`src/rtl/gene_compact_writer_if.sv`:
```
// Deletion-stage gene stream in, child-genome memory write port and status out.
interface gene_compact_writer_if #(
    parameter int unsigned GENE_SZ = 64,
    parameter int unsigned ATTR_SZ = 8,
    parameter int unsigned ADDR_SZ = 8
);
    logic               setup;
    logic [ADDR_SZ-1:0] base_addr;
    logic               state;
    logic [GENE_SZ-1:0] gene_in;
    logic               in_valid;
    logic               stream_end;
    logic               mem_ready;
    logic               mem_wr_en;
    logic [ADDR_SZ-1:0] mem_wr_addr;
    logic [GENE_SZ-1:0] mem_wr_data;
    logic [ATTR_SZ-1:0] node_count;
    logic [ATTR_SZ-1:0] conn_count;
    logic [ADDR_SZ-1:0] conn_base_addr;
    logic               done;
    logic               overflow;

    // Upstream/stimulus side
    modport master (
        output setup, base_addr, state, gene_in, in_valid, stream_end, mem_ready,
        input  mem_wr_en, mem_wr_addr, mem_wr_data, node_count, conn_count,
               conn_base_addr, done, overflow
    );

    // Writer side
    modport slave (
        input  setup, base_addr, state, gene_in, in_valid, stream_end, mem_ready,
        output mem_wr_en, mem_wr_addr, mem_wr_data, node_count, conn_count,
               conn_base_addr, done, overflow
    );
endinterface

```
`src/rtl/gene_compact_writer.sv`:
```
// Squeezes bubbles out of the deletion-stage gene stream and writes the
// surviving genes contiguously into child-genome memory via a small FIFO.
module gene_compact_writer #(
    parameter int unsigned GENE_SZ    = 64,
    parameter int unsigned ATTR_SZ    = 8,
    parameter int unsigned ADDR_SZ    = 8,
    parameter int unsigned FIFO_DEPTH = 4
) (
    input  logic                  clk,
    input  logic                  rst,
    gene_compact_writer_if.slave  bus
);
    localparam int unsigned PTR_W = $clog2(FIFO_DEPTH);
    localparam int unsigned CNT_W = PTR_W + 1;
    localparam logic [CNT_W-1:0]   FULL_CNT = CNT_W'(FIFO_DEPTH);
    localparam logic [ATTR_SZ-1:0] ATTR_MAX = '1;

    typedef enum logic [1:0] {IDLE, STREAM, DRAIN, DONE} fsm_t;

    fsm_t               fsm_q, fsm_d;
    logic [GENE_SZ-1:0] fifo_mem [FIFO_DEPTH];
    logic [PTR_W-1:0]   rd_ptr_q, rd_ptr_d, wr_ptr_q, wr_ptr_d;
    logic [CNT_W-1:0]   cnt_q, cnt_d;
    logic [ADDR_SZ-1:0] wr_addr_q, wr_addr_d;
    logic [ADDR_SZ-1:0] push_addr_q, push_addr_d;
    logic [ADDR_SZ-1:0] conn_base_q, conn_base_d;
    logic [ATTR_SZ-1:0] node_cnt_q, node_cnt_d, conn_cnt_q, conn_cnt_d;
    logic               conn_seen_q, conn_seen_d;
    logic               overflow_q, overflow_d;
    logic               done_q, done_d;
    logic               wr_en_q, wr_en_d;
    logic [GENE_SZ-1:0] wr_data_q, wr_data_d;
    logic               push, pop, full;

    // Next-state, FIFO bookkeeping, counters and the next write-port values
    always_comb begin
        fsm_d       = fsm_q;
        rd_ptr_d    = rd_ptr_q;
        wr_ptr_d    = wr_ptr_q;
        cnt_d       = cnt_q;
        wr_addr_d   = wr_addr_q;
        push_addr_d = push_addr_q;
        conn_base_d = conn_base_q;
        node_cnt_d  = node_cnt_q;
        conn_cnt_d  = conn_cnt_q;
        conn_seen_d = conn_seen_q;
        overflow_d  = overflow_q;
        wr_data_d   = wr_data_q;
        full        = (cnt_q == FULL_CNT);
        pop         = wr_en_q & bus.mem_ready;
        push        = 1'b0;

        if (bus.setup) begin
            fsm_d       = STREAM;
            rd_ptr_d    = '0;
            wr_ptr_d    = '0;
            cnt_d       = '0;
            wr_addr_d   = bus.base_addr;
            push_addr_d = bus.base_addr;
            conn_base_d = bus.base_addr;
            node_cnt_d  = '0;
            conn_cnt_d  = '0;
            conn_seen_d = 1'b0;
            overflow_d  = 1'b0;
        end else begin
            if (fsm_q == STREAM) begin
                if (bus.in_valid) begin
                    if (!full || pop) begin
                        push = 1'b1;
                    end else begin
                        overflow_d = 1'b1;
                    end
                end
                if (bus.stream_end) begin
                    fsm_d = DRAIN;
                end
            end

            if (pop) begin
                rd_ptr_d  = rd_ptr_q + PTR_W'(1);
                wr_addr_d = wr_addr_q + ADDR_SZ'(1);
            end

            if (push) begin
                wr_ptr_d    = wr_ptr_q + PTR_W'(1);
                push_addr_d = push_addr_q + ADDR_SZ'(1);
                if (bus.state) begin
                    if (conn_cnt_q != ATTR_MAX) begin
                        conn_cnt_d = conn_cnt_q + ATTR_SZ'(1);
                    end
                    if (!conn_seen_q) begin
                        conn_seen_d = 1'b1;
                        conn_base_d = push_addr_q;
                    end
                end else if (node_cnt_q != ATTR_MAX) begin
                    node_cnt_d = node_cnt_q + ATTR_SZ'(1);
                end
            end

            cnt_d = cnt_q + CNT_W'(push) - CNT_W'(pop);

            // Pushes are closed in DRAIN, so push_addr_q already holds the total
            if (fsm_q == DRAIN && cnt_d == '0) begin
                fsm_d = DONE;
                if (!conn_seen_q) begin
                    conn_base_d = push_addr_q;
                end
            end

            // Head after this cycle: incoming gene if the FIFO ran dry, else stored entry
            if ((cnt_q - CNT_W'(pop)) == '0) begin
                if (push) begin
                    wr_data_d = bus.gene_in;
                end
            end else begin
                wr_data_d = fifo_mem[rd_ptr_d];
            end
        end

        wr_en_d = ((fsm_d == STREAM) || (fsm_d == DRAIN)) && (cnt_d != '0);
        done_d  = (fsm_d == DONE);
    end

    // FSM state register
    always_ff @(posedge clk or negedge rst) begin
        if (!rst) begin
            fsm_q <= IDLE;
        end else begin
            fsm_q <= fsm_d;
        end
    end

    // Datapath and output registers
    always_ff @(posedge clk or negedge rst) begin
        if (!rst) begin
            rd_ptr_q    <= '0;
            wr_ptr_q    <= '0;
            cnt_q       <= '0;
            wr_addr_q   <= '0;
            push_addr_q <= '0;
            conn_base_q <= '0;
            node_cnt_q  <= '0;
            conn_cnt_q  <= '0;
            conn_seen_q <= 1'b0;
            overflow_q  <= 1'b0;
            done_q      <= 1'b0;
            wr_en_q     <= 1'b0;
            wr_data_q   <= '0;
        end else begin
            rd_ptr_q    <= rd_ptr_d;
            wr_ptr_q    <= wr_ptr_d;
            cnt_q       <= cnt_d;
            wr_addr_q   <= wr_addr_d;
            push_addr_q <= push_addr_d;
            conn_base_q <= conn_base_d;
            node_cnt_q  <= node_cnt_d;
            conn_cnt_q  <= conn_cnt_d;
            conn_seen_q <= conn_seen_d;
            overflow_q  <= overflow_d;
            done_q      <= done_d;
            wr_en_q     <= wr_en_d;
            wr_data_q   <= wr_data_d;
        end
    end

    // FIFO storage; contents beyond the pointers are don't-care so no reset
    always_ff @(posedge clk) begin
        if (push) begin
            fifo_mem[wr_ptr_q] <= bus.gene_in;
        end
    end

    assign bus.mem_wr_en      = wr_en_q;
    assign bus.mem_wr_addr    = wr_addr_q;
    assign bus.mem_wr_data    = wr_data_q;
    assign bus.node_count     = node_cnt_q;
    assign bus.conn_count     = conn_cnt_q;
    assign bus.conn_base_addr = conn_base_q;
    assign bus.done           = done_q;
    assign bus.overflow       = overflow_q;
endmodule
```
`src/flat_wrapper.sv`:
```
// flat-port wrapper written by rule: the top's interface ports become plain ports
module gene_compact_writer_flat 
#(
    parameter int unsigned GENE_SZ    = 64,
    parameter int unsigned ATTR_SZ    = 8,
    parameter int unsigned ADDR_SZ    = 8,
    parameter int unsigned FIFO_DEPTH = 4
)
  (clk, rst, bus_setup, bus_base_addr, bus_state, bus_gene_in, bus_in_valid, bus_stream_end, bus_mem_ready, bus_mem_wr_en, bus_mem_wr_addr, bus_mem_wr_data, bus_node_count, bus_conn_count, bus_conn_base_addr, bus_done, bus_overflow);
  gene_compact_writer_if #(.GENE_SZ(GENE_SZ), .ATTR_SZ(ATTR_SZ), .ADDR_SZ(ADDR_SZ)) bus_i ();
  input  logic clk;
  input  logic rst;
  input wire logic [$bits(bus_i.setup)-1:0] bus_setup;
  input wire logic [$bits(bus_i.base_addr)-1:0] bus_base_addr;
  input wire logic [$bits(bus_i.state)-1:0] bus_state;
  input wire logic [$bits(bus_i.gene_in)-1:0] bus_gene_in;
  input wire logic [$bits(bus_i.in_valid)-1:0] bus_in_valid;
  input wire logic [$bits(bus_i.stream_end)-1:0] bus_stream_end;
  input wire logic [$bits(bus_i.mem_ready)-1:0] bus_mem_ready;
  output wire logic [$bits(bus_i.mem_wr_en)-1:0] bus_mem_wr_en;
  output wire logic [$bits(bus_i.mem_wr_addr)-1:0] bus_mem_wr_addr;
  output wire logic [$bits(bus_i.mem_wr_data)-1:0] bus_mem_wr_data;
  output wire logic [$bits(bus_i.node_count)-1:0] bus_node_count;
  output wire logic [$bits(bus_i.conn_count)-1:0] bus_conn_count;
  output wire logic [$bits(bus_i.conn_base_addr)-1:0] bus_conn_base_addr;
  output wire logic [$bits(bus_i.done)-1:0] bus_done;
  output wire logic [$bits(bus_i.overflow)-1:0] bus_overflow;
  assign bus_i.setup = bus_setup;
  assign bus_i.base_addr = bus_base_addr;
  assign bus_i.state = bus_state;
  assign bus_i.gene_in = bus_gene_in;
  assign bus_i.in_valid = bus_in_valid;
  assign bus_i.stream_end = bus_stream_end;
  assign bus_i.mem_ready = bus_mem_ready;
  assign bus_mem_wr_en = bus_i.mem_wr_en;
  assign bus_mem_wr_addr = bus_i.mem_wr_addr;
  assign bus_mem_wr_data = bus_i.mem_wr_data;
  assign bus_node_count = bus_i.node_count;
  assign bus_conn_count = bus_i.conn_count;
  assign bus_conn_base_addr = bus_i.conn_base_addr;
  assign bus_done = bus_i.done;
  assign bus_overflow = bus_i.overflow;
  gene_compact_writer #(.GENE_SZ(GENE_SZ), .ATTR_SZ(ATTR_SZ), .ADDR_SZ(ADDR_SZ), .FIFO_DEPTH(FIFO_DEPTH)) u_core (.clk(clk), .rst(rst), .bus(bus_i));
endmodule
```
`config.mk`:
```
export PLATFORM = sky130hd
export DESIGN_NAME = gene_compact_writer_flat
export DESIGN_NICKNAME = d
export VERILOG_FILES = /design/src/rtl/gene_compact_writer_if.sv /design/src/rtl/gene_compact_writer.sv /design/src/flat_wrapper.sv
export SDC_FILE = /design/constraint.sdc
export NUM_CORES = 1
export LEC_CHECK = 0
export ABC_AREA = 1
export CAP_MARGIN = 20
export CORE_UTILIZATION = 45
export CTS_BUF_LIST = sky130_fd_sc_hd__clkbuf_16
export CTS_CLUSTER_SIZE = 20
export DETAILED_ROUTE_END_ITERATION = 10
export PLACE_DENSITY = 0.67
export SYNTH_ARGS = -nofsm -noshare
export SYNTH_HDL_FRONTEND = slang
export SYNTH_SLANG_ARGS = --single-unit
```
`constraint.sdc`:
```
create_clock -name clk -period 10.9 [get_ports clk]
set_input_delay 3.27 -clock clk [delete_from_list [all_inputs] [get_ports clk]]
set_output_delay 3.27 -clock clk [all_outputs]
set_load 0.1 [all_outputs]
```
==> changes_impl.md, run 1 <==
### Changed

* Outcome: finished clean
* NonClk Buf Share at 9.52%
* Comb area share at 25.9%
* RR Startpoint: u_core.bus.mem_wr_en
* Flop area at 10600 sq um
* Count of final setup violators at 0
* Clock power share at 23.5%
* Seq area share at 53.2%
* Top Layer Used: met5
* Min cycle time layout at 6310 ps
* GRT overflow at 0
* H-tree lvl count at 2
* Met2 GRT Util at 35.2%
* Mapped Avg Cell Area at 9.84 sq um
* Total number of vias at 12100
* CP max-delay cell: buf_4
* Share of cells above drive strength 1 at 5.42%
* Top-Level Pins at 178
* GRT met3 Usage at 4.57%
* P_sw at 2570 uW
* Setup TNS at 0 ps
* CTS clk-pin slew, worst paths at 60 ps
* Syn nets at 1781
* Crit Path Max Fanout at 69
* Unique cell types at 33
* DR WL met2 at 18800 microns
* Final Max Slew Viols at 0
* Worst-Margin Slew at 1110 ps
* Dpl hpwl at 23300 microns
* First-pass GRT wire length at 64400 microns
* WHS Path Cells at 2
* Sequential area share after synthesis at 63.9%
* Most frequent cells in the layout: 559 x nand2_1, 256 x edfxtp_1, 221 x nand3_1
* Routed wire length per instance at 17.2 microns
* Inserted Clock Buffers at 40
* Setup crit end kind: flop
* Hold Path Origin: u_core.bus.mem_wr_data[43]
* Area Overhead vs Synth at 20.0%
* R2R Setup Slk at 7360 ps
* N_taps at 468
* Post CTS Setup Buffer Count at 0
* Top power group: combinational cells
* Crit path to: u_core.bus.mem_wr_data[62]
* CP Depth at 12
* Comb. cell area at 5160 sq um
* Sw frac at 45.5%
* Antenna-violating nets left at 0
run 1: metrics by stage:
step / hold slack [ps] / setup WS [ps] / utilization [%] / std cells / area (sq um)
after floorplan: 508 / 3800 / - / 1688 / 16600
after global placement: 465 / 4110 / 51.2 / 2257 / 18600
after detailed placement: 465 / 4050 / 51.2 / 2258 / 18700
after CTS: 481 / 4600 / 54.7 / 2330 / 19900
after global routing: 499 / 4260 / 54.7 / 2330 / 19900
final: 479 / 4590 / 54.7 / 2331 / 19900
run 1: cells in the mapped netlist:
library cell	number	share of area, %
inv_1	101	2.3
inv_2	4	0.090
nand3_2	1	0.060
ha_1	13	0.98
buf_2	57	1.7
clkbuf_1	6	0.14
o21ai_0	30	0.90
nor3_2	1	0.060
edfxtp_1	256	46
buf_1	1	0.023
xnor2_1	4	0.21
xor2_1	15	0.79
nand2_2	4	0.15
nand4_1	1	0.038
o211ai_1	8	0.36
o221ai_1	1	0.053
clkinv_1	1	0.023
nand2_1	562	13
nand3_1	221	6.7
a21boi_0	1	0.045
clkbuf_2	1	0.030
nor2_2	4	0.15
a21oi_1	8	0.24
a31oi_1	2	0.075
dfrtp_1	117	18
o21ai_2	1	0.053
fa_1	1	0.12
buf_4	23	1.0
nor3_1	4	0.12
nand3b_1	65	2.9
a31o_2	2	0.11
nor2_1	170	3.8
buf_6	2	0.14
run 1: worst reg2reg max path, delay by kind of cell, from the launching register on:
family | cells | cell delay, ps
flip-flops | 1 | 420
buffers and inverters | 3 | 930
AND/OR/NAND/NOR | 8 | 2090
run 1: kinds of logic after synthesis:
family / Yosys count / synth area share [%]
compound gates: 53 / 1.84
simple gates: 1033 / 26.7
xor+xnor: 19 / 1.00
buf+inv: 196 / 5.47
flops: 373 / 63.9
fa+ha+maj: 14 / 1.10
### Ports around the boundary, run 1

Scale: 2 px per micron. Pins as bars across the die edge, other pins in gray.
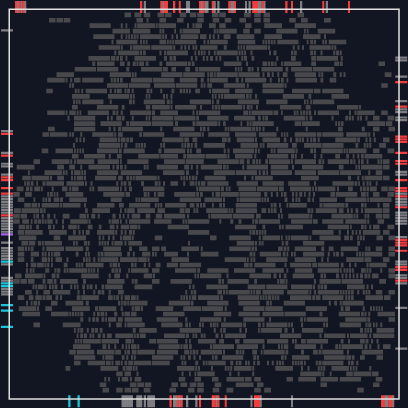
color	port	pins	direction	edge
cyan	`bus_conn_base_addr`	8	output	6 left, 2 bottom
purple	`bus_stream_end`	1	input	left
red	`bus_gene_in`	64	input	22 top, 20 right, 15 bottom, 7 left
all pins by edge	47 right, 45 left, 43 bottom, 43 top

### Metal 2, run 1

Scale: 2 px per micron. Cells faint in the background.
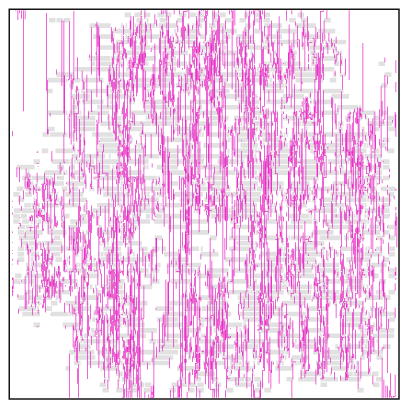
share of all routed wire	47%
nets with wire on the layer	1401
main direction	vertical

### A small window of the routed layout, run 1

Region (77, 77) to (117, 117) microns. Cells in gray, sequential cells in the stronger gray; small squares are vias.
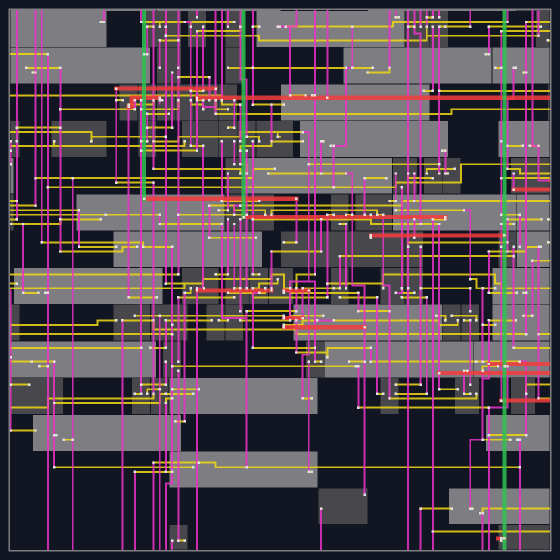
color	layer
red	M3
green	M4
magenta	M2
yellow	M1
sequential cells in the window	19
cells with their middle in the window	73
netlist names of flops here include	`u_core.fifo_mem` (18), `u_core.bus.mem_wr_data` (1)
most frequent	nand2_1 (22), edfxtp_1 (18), nand3_1 (10)

### Metal layers overlaid, run 1

Scale: 2 px per micron. Only two layers are drawn.
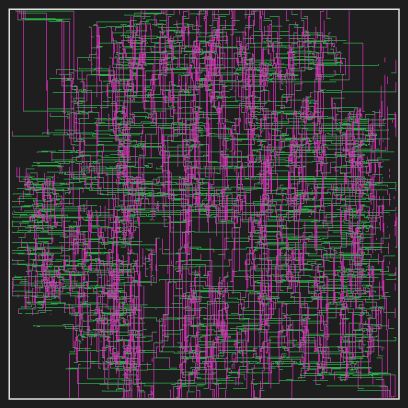

==> inputs of run 2 (changes only) <==
Settings changed: PLACE_DENSITY 0.67 to 0.69.
Clock period 10.9 ns to 5.6 ns, I/O delays scaled along.
### Metal layers overlaid, run 2

Scale: 2 px per micron. Only two layers are drawn.
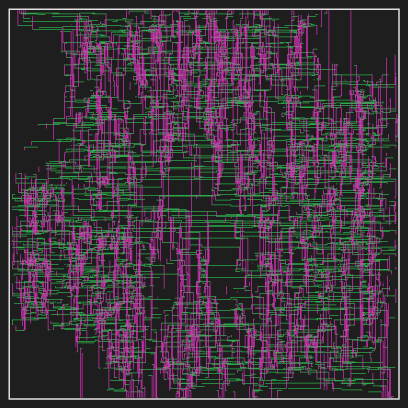
color	layer	wire length
green	M1	17500 microns
magenta	M2	18800 microns

### A small window of the routed layout, run 2

Region (77, 77) to (117, 117) microns. Cells in gray, sequential cells in the stronger gray; small squares are vias.
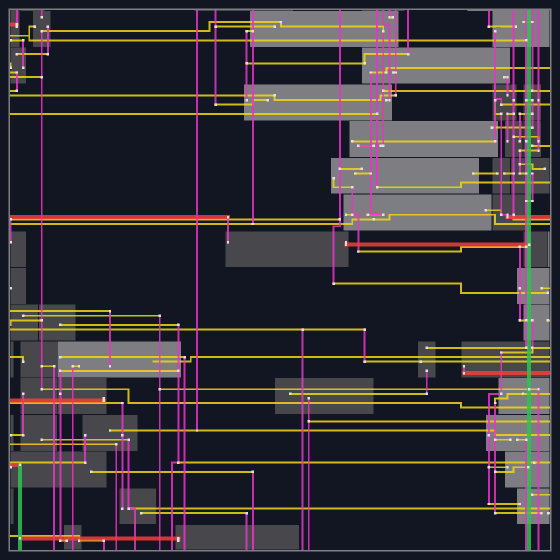
color	layer
green	M4
yellow	M1
magenta	M2
red	M3
cells with their middle in the window	34
sequential cells in the window	7
netlist names of flops here include	`u_core.fifo_mem` (6), `u_core.bus.mem_wr_data` (1)
most frequent	nand2_1 (8), buf_4 (6), edfxtp_1 (6)

==> run 2 against run 1 <==
  * Wire length down 0.70%
  * Die size stayed put
  * Global-route usage barely moved
  * Clock skew shrank 13 ps
  * Via count up 0.65%
  * Register-to-register slack got worse by 4500 ps
  * Clock power is 77% higher
  * Count of clock-buffer cells in the layout fell by 1
  * Largest cell class unchanged
==> changes_impl.md, run 2 <==
### Changed

* CP max-delay cell: fa_1 (was buf_4)
* Outcome: finished clean (unchanged)
* Most used DFF post-synth: edfxtp_1 (unchanged)
* Seq area share at 53.2% (about the same)
* Crit Path Max Fanout at 8 (was 69)
* Top-Level Pins at 178 (unchanged)
* NonClk Buf Share at 10.1% (was 9.52%)
* Flop area at 10600 sq um (unchanged)
* CTS clk-pin slew, worst paths at 60 ps (about the same)
* Syn nets at 1781 (unchanged)
* Sw frac at 45.8% (was 45.5%)
* Final Instance Area at 20000 sq um (was 19900 sq um)
* H-tree lvl count at 2 (unchanged)
* Post-synth EDFFs at 256 (unchanged)
* Post CTS Setup Buffer Count at 0 (unchanged)
* Inserted Clock Buffers at 41 (was 40)
* Area Overhead vs Synth at 20.1% (was 20.0%)
* Comb. cell area at 5160 sq um (unchanged)
* Total number of vias at 12200 (was 12100)
* Most frequent cells in the layout: 559 x nand2_1, 256 x edfxtp_1, 221 x nand3_1 (unchanged)
* Dominant cell area share at 46.3% (unchanged)
* Mapped Avg Cell Area at 9.84 sq um (unchanged)
* Dpl hpwl at 22500 microns (was 23300 microns)
* Antenna-violating nets left at 0 (unchanged)
* Routed wire length per instance at 17.0 microns (was 17.2 microns)
* Util after Layout at 54.8% (was 54.7%)
* Setup crit end kind: flop (unchanged)
* Most area-hungry cell type in the Yosys netlist: edfxtp_1 (unchanged)
* GRT overflow at 0 (unchanged)
* Setup TNS at 0 ps (unchanged)
* Unique cell types at 33 (unchanged)
* Top power group: combinational cells (unchanged)
* Min cycle time layout at 3880 ps
* Comb area share at 25.9% (about the same)
* Post-synth ARST share at 31.4% (unchanged)
* P_sw at 4960 uW (was 2570 uW)
* N_taps at 468 (unchanged)
* Final Max Slew Viols at 0 (unchanged)
* First-pass GRT wire length at 64400 microns (about the same)
* Tightest hold margin at 476 ps (was 479 ps)
* Final std cells w/o fill at 2342 (was 2331)
* Share of cells above drive strength 1 at 5.29% (was 5.42%)
* Commonest cells post-synth: 562 x nand2_1, 256 x edfxtp_1, 221 x nand3_1 (unchanged)
* Clock power share at 21.8% (was 23.5%)
* Pre-CTS setup slack at 1170 ps (was 4050 ps)
* Final setup margin at 1720 ps (was 4590 ps)
* Count leader, synth: nand2_1 (unchanged)
* Count of final setup violators at 0 (unchanged)
[run 2: cell types whose count changed in the layout (fill, tap and decap cells not counted), sizes merged]
cell | previous run | this run
bufinv | 3 | 0
clkbuf | 42 | 41
clkinvlp | 2 | 1
inv | 112 | 120
buf | 16 | 24
[run 2: final timing paths]
kind,slack (ps),to,from,cells past startpoint
max,1720,flop,bus_mem_ready,15
min,480,u_core.bus.mem_wr_data[41],u_core.bus.mem_wr_data[41],2
max reg2reg,2880,flop,u_core.bus.mem_wr_en,14
min reg2reg,480,u_core.bus.mem_wr_data[41],u_core.bus.mem_wr_data[41],2
max in group asynchronous,3590,u_core.bus.mem_wr_data[51],rst,2
min in group asynchronous,1090,u_core.bus.mem_wr_data[7],rst,1
[run 2: routing by layer]
metal  share of wire, %  wire, microns  vias up  track usage [%]
li1                   -              -     5871                -
met1                 44          17500     5858             28.6
met2                 47          18800      389             35.7
met3                6.9           2730       59             4.21
met4                2.0            803        2             5.79
met5              0.043             17        -                0
[run 2: kinds of logic (layout without fill, tap and decap cells)]
| kind of cell | after synthesis | after routing | synth area share (%) |
|---|---|---|---|
| simple gates | 1033 | 1033 | 26.7 |
| compound gates | 53 | 53 | 1.84 |
| buf+inv | 196 | 381 | 5.47 |
| other cells | 0 | 1 | 0 |
| xor+xnor | 19 | 19 | 1.00 |
| flops | 373 | 373 | 63.9 |
| fa+ha+maj | 14 | 14 | 1.10 |
[run 2: worst reg2reg max path, cell delays in order, from the launching register on]
cell,delay [ps]
dfrtp_1,400
nand2_2,180
inv_2,90
ha_1,290
inv_1,70
ha_1,140
inv_1,50
fa_1,530
nand2_1,70
nor3_1,190
nand2_1,130
nand2_1,210
nor2_2,120
nand2_1,80
nand2_1,60
Power and IR drop assume default switching activity.
